<file path="src/rtl/masked_word_match_detector.sv">
// masked_word_match_detector
//
// Compares a stream of valid-qualified words against a reference word that
// has been loaded together with a don't-care mask. It can be used as a
// sync-word or pattern detector. Results appear one cycle after a sample is
// accepted. The block counts consecutive hits in a saturating streak
// counter and asserts "locked" while the streak is at MATCH_COUNT. A
// saturating counter also tallies every hit since the last load or reset.
//
// Parameters:
//   WIDTH       - width of reference, mask and data words (>= 1)
//   MATCH_COUNT - consecutive hits required to assert locked (>= 1)
//   CNT_W       - width of the saturating total-hit counter
//
// Ports:
//   clk       in   rising-edge clock
//   reset     in   asynchronous, active-high reset
//   load_ref  in   capture ref_in/mask_in on this edge (wins over in_valid)
//   ref_in    in   reference word
//   mask_in   in   compare mask, 1 = bit compared, 0 = don't care
//   mode      in   00 eq, 01 ne, 10 data<ref, 11 data>ref (unsigned)
//   in_valid  in   data_in is valid this cycle
//   data_in   in   word under test
//   out_valid out  hit is valid (one cycle after an accepted sample)
//   hit       out  compare result of the last accepted sample
//   streak    out  consecutive-hit count, saturating at MATCH_COUNT
//   locked    out  high while streak == MATCH_COUNT
//   hit_count out  total hits since last load/reset, saturating

module masked_word_match_detector #(
  parameter int WIDTH       = 6,
  parameter int MATCH_COUNT = 3,
  parameter int CNT_W       = 8
) (
  input  logic                                 clk,
  input  logic                                 reset,
  input  logic                                 load_ref,
  input  logic [WIDTH-1:0]                     ref_in,
  input  logic [WIDTH-1:0]                     mask_in,
  input  logic [1:0]                           mode,
  input  logic                                 in_valid,
  input  logic [WIDTH-1:0]                     data_in,
  output logic                                 out_valid,
  output logic                                 hit,
  output logic [$clog2(MATCH_COUNT+1)-1:0]     streak,
  output logic                                 locked,
  output logic [CNT_W-1:0]                     hit_count
);

  localparam int STREAK_W = $clog2(MATCH_COUNT + 1);
  localparam logic [STREAK_W-1:0] MAX_STREAK = STREAK_W'(MATCH_COUNT);

  typedef enum logic [1:0] {
    IDLE   = 2'd0,
    ARMED  = 2'd1,
    LOCKED = 2'd2
  } state_t;

  state_t               state_q;
  logic [WIDTH-1:0]     ref_q;
  logic [WIDTH-1:0]     mask_q;
  logic                 out_valid_q;
  logic                 hit_q;
  logic                 locked_q;
  logic [STREAK_W-1:0]  streak_q;
  logic [STREAK_W-1:0]  streak_d;
  logic [CNT_W-1:0]     hit_count_q;
  logic [CNT_W-1:0]     hit_count_d;

  logic [WIDTH-1:0]     dm;
  logic [WIDTH-1:0]     rm;
  logic                 result;
  logic                 accept;

  // A sample is only taken once a reference exists. A load in the same
  // cycle takes priority, and the sample is dropped.
  assign accept = in_valid && !load_ref && (state_q != IDLE);

  // Masked compare. Bits outside the mask are forced to zero on both
  // operands. With an all-zero mask, eq therefore always hits and ne/lt/gt
  // never hit.
  always_comb begin
    dm     = data_in & mask_q;
    rm     = ref_q & mask_q;
    result = 1'b0;
    case (mode)
      2'b00:   result = (dm == rm);
      2'b01:   result = (dm != rm);
      2'b10:   result = (dm < rm);
      default: result = (dm > rm);
    endcase
  end

  // Saturating increments for the streak and the total-hit counter.
  always_comb begin
    streak_d    = (streak_q == MAX_STREAK) ? MAX_STREAK : streak_q + STREAK_W'(1);
    hit_count_d = (&hit_count_q) ? hit_count_q : hit_count_q + CNT_W'(1);
  end

  // Control FSM and all registered outputs. locked is kept in step with
  // the LOCKED state, so it changes in the same cycle as the out_valid/hit
  // that caused the transition.
  always_ff @(posedge clk or posedge reset) begin
    if (reset) begin
      state_q     <= IDLE;
      ref_q       <= '0;
      mask_q      <= '1;
      out_valid_q <= 1'b0;
      hit_q       <= 1'b0;
      locked_q    <= 1'b0;
      streak_q    <= '0;
      hit_count_q <= '0;
    end else if (load_ref) begin
      state_q     <= ARMED;
      ref_q       <= ref_in;
      mask_q      <= mask_in;
      out_valid_q <= 1'b0;
      locked_q    <= 1'b0;
      streak_q    <= '0;
      hit_count_q <= '0;
    end else if (accept) begin
      out_valid_q <= 1'b1;
      hit_q       <= result;
      if (result) begin
        streak_q    <= streak_d;
        hit_count_q <= hit_count_d;
        if (streak_d == MAX_STREAK) begin
          state_q  <= LOCKED;
          locked_q <= 1'b1;
        end else begin
          state_q  <= ARMED;
          locked_q <= 1'b0;
        end
      end else begin
        streak_q <= '0;
        state_q  <= ARMED;
        locked_q <= 1'b0;
      end
    end else begin
      out_valid_q <= 1'b0;
    end
  end

  assign out_valid = out_valid_q;
  assign hit       = hit_q;
  assign streak    = streak_q;
  assign locked    = locked_q;
  assign hit_count = hit_count_q;

endmodule

</file>
<file path="config.mk">
export PLATFORM = sky130hd
export DESIGN_NAME = masked_word_match_detector
export DESIGN_NICKNAME = d
export VERILOG_FILES = /design/src/rtl/masked_word_match_detector.sv
export SDC_FILE = /design/constraint.sdc
export NUM_CORES = 1
export LEC_CHECK = 0
export ABC_AREA = 1
export CAP_MARGIN = 15
export CORE_ASPECT_RATIO = 1.25
export CORE_UTILIZATION = 47
export CTS_CLUSTER_DIAMETER = 50
export DETAILED_ROUTE_END_ITERATION = 10
export PLACE_DENSITY = 0.8
export SYNTH_ARGS = -nofsm -noshare
export SYNTH_HDL_FRONTEND = slang
export SYNTH_SLANG_ARGS = --single-unit
</file>
<file path="constraint.sdc">
create_clock -name clk -period 2.7 [get_ports clk]
set_clock_uncertainty 0.2 [all_clocks]
set_input_delay 0.405 -clock clk [delete_from_list [all_inputs] [get_ports clk]]
set_output_delay 0.405 -clock clk [all_outputs]
set_load 0.005 [all_outputs]
</file>
Run 1, clock distribution:
Bar = 20 um.
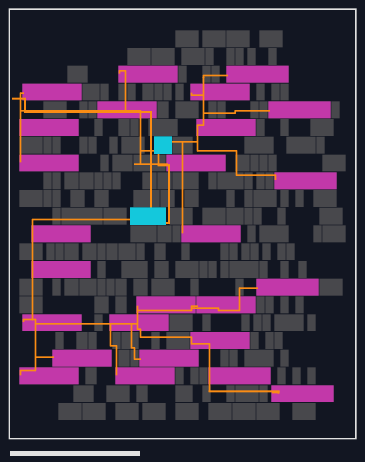
[cyan] clock drivers | count: 3
[magenta] flip-flops | count: 26
[orange] clock wires | length: 320 um
flops lie: widely spread

Run 1, where the registers sit:
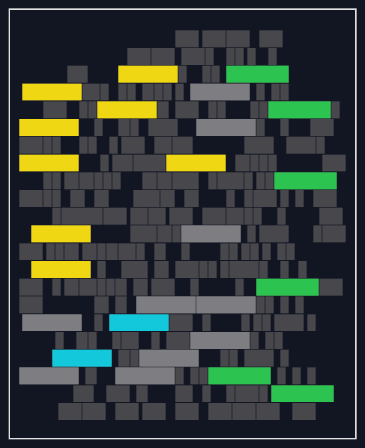
[cyan] streak | sequential cells: 2
[yellow] hit_count | sequential cells: 8
[green] mask_q | sequential cells: 6
not coloured: 10
power in sequential cells: 440 uW
Seq area share: 33.50%
sequential cell area: 658.1 sq um
Util after Layout: 65.47%

Run 1, signal metal coverage by tile:
The die is cut into 11 by 13 equal tiles; dark blue is low, red is high, scaled to the fullest tile. Values are wire area over tile area, all layers added.
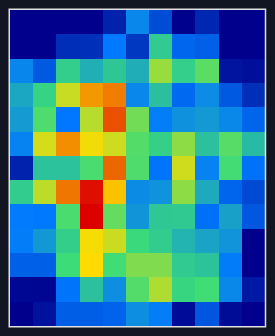
nearly empty tiles: 12%
fullest tile: 0.40
tiles over half the peak: 27%
emptiest ninth of the die: north-east

==> out/notes.md, run 1 <==
## Place
- **placer congestion estimate** 0.7938
- **setup slack at placement** 281.3 ps
- **post-detailed-placement cell area** 1928 sq um

## Setup path
- **number of cells on the worst reg-to-reg path** 13
- **Crit path largest cell delay** 570 ps
- **cell with the most instances on the worst path** nand2_1
- **highest-delay cell along the critical path** dfstp_2
- **cell breakdown of the critical path** nand2_1 > ha_1 > nand2_1 > nor2_4 > nand2_1 > nand3_2 > nand2_2 > nand2_4 > nand2_2 > nand2_4 > nand3_4 > nand2_1 > nand2_1
- **Worst Setup Path Type** flip-flop to flip-flop
- **Setup crit end kind** flip-flop
- **instance count on the critical path** 13
- **top cell family by delay on the critical path** simple AND/OR/NAND/NOR gates
- **Crit path required time** 2730 ps
- **source of the worst register-to-register timing path** mask_q[3]$_DFFE_PP1P_

## Global route
- **layer with the highest usage** met2
- **met1 Use GR** 21.86%
- **met2 track demand over resource in global routing** 37.18%
- **maximum number of pins on one net before global-route repair** 27
- **number of global-route vias before repair** 1302

## Flow run
- **max_cap viols** 0

## Pwr
- **clock share of power** 23.9%
- **group drawing the most power** sequential cells
- **worst ir drop on vdd** 0.0003564 V
- **net load switching power** 240.0 uW
- **static power due to leakage** 0.0009993 uW
- **Total Power** 839.0 uW
- **power density over the cells** 427.1 nW/um^2

## Finish
- **filler cell count** 261
- **Antenna diodes** 0
- **Multi-Input Combinational** 143
- **number of flip-flops under the largest register name** 8
- **registers** 26
- **final cell count without fillers** 270
- **count of non-CTS buffers in the layout** 38
- **# clk buffers** 4
- **clk tree area frac** 1.847%
- **share of final layout cell area taken by non-clock buffers** 19.11%
- **cell class ranked first by area** combinational gates

## Detailed routing
- **number of detailed-routing iterations run before antenna repair** 4
- **total met3 wirelength after detailed routing** 111 um
- **final routed wire length divided by cell count** 11.58 um
- **DRT Wirelength** 3126 um
- **mean number of vias per cell** 5.022
- **met2 WL** 1636 um
- **number of design-rule violations left by the first detailed-router iteration** 21

## Synth
- **post-synth top area cell** dfrtp_1
- **adder and majority cell fraction of the synthesized area** 5.757%
- **most instantiated flip-flop cell in the synthesis netlist** dfrtp_1
- **synthesized area** 1521 sq um
- **most popular library cell in the synthesized design by count** nand2_1
- **post-synthesis cell type count** 28
- **synthesized-area fraction occupied by ao, oa, aoi and oai cells** 2.961%
- **Yosys reg bits** 26
- **Mux cell area share** 0%
- **synthesis area per yosys** 1521 sq um
- **post-synthesis instance total** 195
- **Warnings, synthesis** 0
- **combinational family with the most area after synthesis** simple AND/OR/NAND/NOR gates

## Clocking
- **CTS tree** done
- **H-Tree Depth** 1
- **clk sinks** 26
- **buffer type at the clock tree root** clkbuf_4
- **post-cts repair resize count** 0
- **worst-skew pair later-pin latency** 320 ps
- **post-CTS setup buffer count** 0
- **total CTS buffers** 3

## Die
- **Well-Tap Cells** 36
- **chip area** 3470 sq um

## Run status
- **status** finished clean

## Timing
- **WHS** 236.2 ps
- **hold violation total from the final report** 0
- **least setup slack across all paths after layout** 615.9 ps

==> run 2: changes to the inputs <==
==> constraint.sdc (replaced) <==
create_clock -name clk -period 2 [get_ports clk]
set_clock_uncertainty 0.2 [all_clocks]
set_input_delay 0.3 -clock clk [delete_from_list [all_inputs] [get_ports clk]]
set_output_delay 0.3 -clock clk [all_outputs]
set_load 0.005 [all_outputs]
Run 2, clock distribution:
Bar = 20 um.
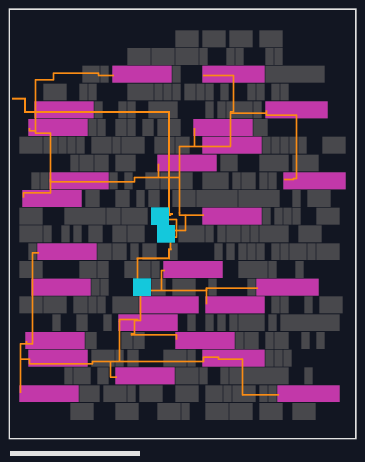
[magenta] flip-flops | count: 26
[orange] clock wires | length: 317 um
[cyan] clock drivers | count: 3
flops lie: widely spread
clock group total power: 268 uW
worst-skew pair later-pin latency: 320 ps
clock share of power: 22.6%

==> out/notes.md, run 2 <==
## Run status
- **status** complete, but fails checks
- **failing checks** setup timing

## Timing
- **number of setup violations in the final report** 10
- **least setup slack across all paths after layout** -119.5 ps
- **WHS** 121.3 ps
- **hold violation total from the final report** 0

## Finish
- **final cell count without fillers** 271
- **share of final layout cell area taken by non-clock buffers** 18.55%
- **number of flip-flops under the largest register name** 8
- **Seq area share** 31.88%
- **Util after Layout** 68.81%
- **count of non-CTS buffers in the layout** 39
- **ratio of cells with drive above 1 in the final layout** 19.15%
- **Antenna diodes** 0
- **filler cell count** 251
- **sequential cell area** 658.1 sq um
- **cell class ranked first by area** combinational gates
- **Multi-Input Combinational** 143

## Synth
- **post-synthesis cell type count** 28
- **combinational family with the most area after synthesis** simple AND/OR/NAND/NOR gates
- **Mux cell area share** 0%
- **synthesized-area fraction occupied by ao, oa, aoi and oai cells** 2.961%
- **synthesized area** 1521 sq um
- **adder and majority cell fraction of the synthesized area** 5.757%
- **Basic Gates by Area** 40.13%
- **post-synthesis instance total** 195
- **Warnings, synthesis** 0
- **post-synth top area cell** dfrtp_1
- **synthesis area per yosys** 1521 sq um
- **Post-synth EDFFs** 0
- **most instantiated flip-flop cell in the synthesis netlist** dfrtp_1
- **Yosys reg bits** 26

## Setup path
- **top cell family by delay on the critical path** simple AND/OR/NAND/NOR gates
- **Crit path largest cell delay** 570 ps
- **critical path arrival** 2140 ps
- **number of cells on the worst reg-to-reg path** 13
- **source of the worst register-to-register timing path** mask_q[4]$_DFFE_PP1P_
- **Crit path required time** 2020 ps
- **Setup crit end kind** flip-flop
- **Worst Setup Path Type** flip-flop to flip-flop
- **highest-delay cell along the critical path** dfstp_2
- **cell with the most instances on the worst path** nand2_4
- **cell breakdown of the critical path** nand2_1 > ha_1 > nand2_4 > nor2_4 > nand2_2 > nand3_4 > nand2_4 > nand2_4 > nand2_4 > nand2_4 > nand3_4 > nand2_1 > nand2_1

## Die
- **chip area** 3470 sq um

## Global route
- **met2 track demand over resource in global routing** 39.40%
- **number of global-route vias before repair** 1298
- **initial antenna violation count** 0
- **maximum number of pins on one net before global-route repair** 27
- **met1 Use GR** 25.48%
- **layer with the highest usage** met2

## Detailed routing
- **number of detailed-routing iterations run before antenna repair** 4
- **final routed wire length divided by cell count** 12.23 um
- **number of design-rule violations left by the first detailed-router iteration** 25
- **met2 WL** 1781 um
- **DRT Wirelength** 3315 um
- **total met3 wirelength after detailed routing** 92 um
- **mean number of vias per cell** 5.048

## Pwr
- **group drawing the most power** sequential cells
- **power in sequential cells** 597 uW
- **Total Power** 1185 uW
- **worst ir drop on vdd** 0.0004862 V
- **static power due to leakage** 0.001017 uW
- **net load switching power** 352.9 uW

## Clocking
- **buffer type at the clock tree root** clkbuf_4
- **post-cts repair resize count** 6
- **CTS tree** done
- **post-CTS setup buffer count** 0

## Place
- **setup slack at placement** -337.5 ps
- **placer congestion estimate** 0.8277
- **post-detailed-placement cell area** 1936 sq um

## Flow run
- **max_cap viols** 0

Run 2, clock routing:
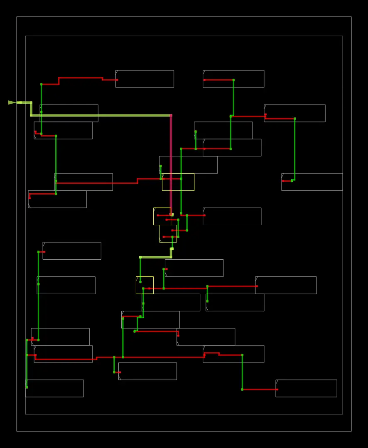
registers: 26
total CTS buffers: 3
clk sinks: 26

Power is estimated from default activity; no workload was simulated.
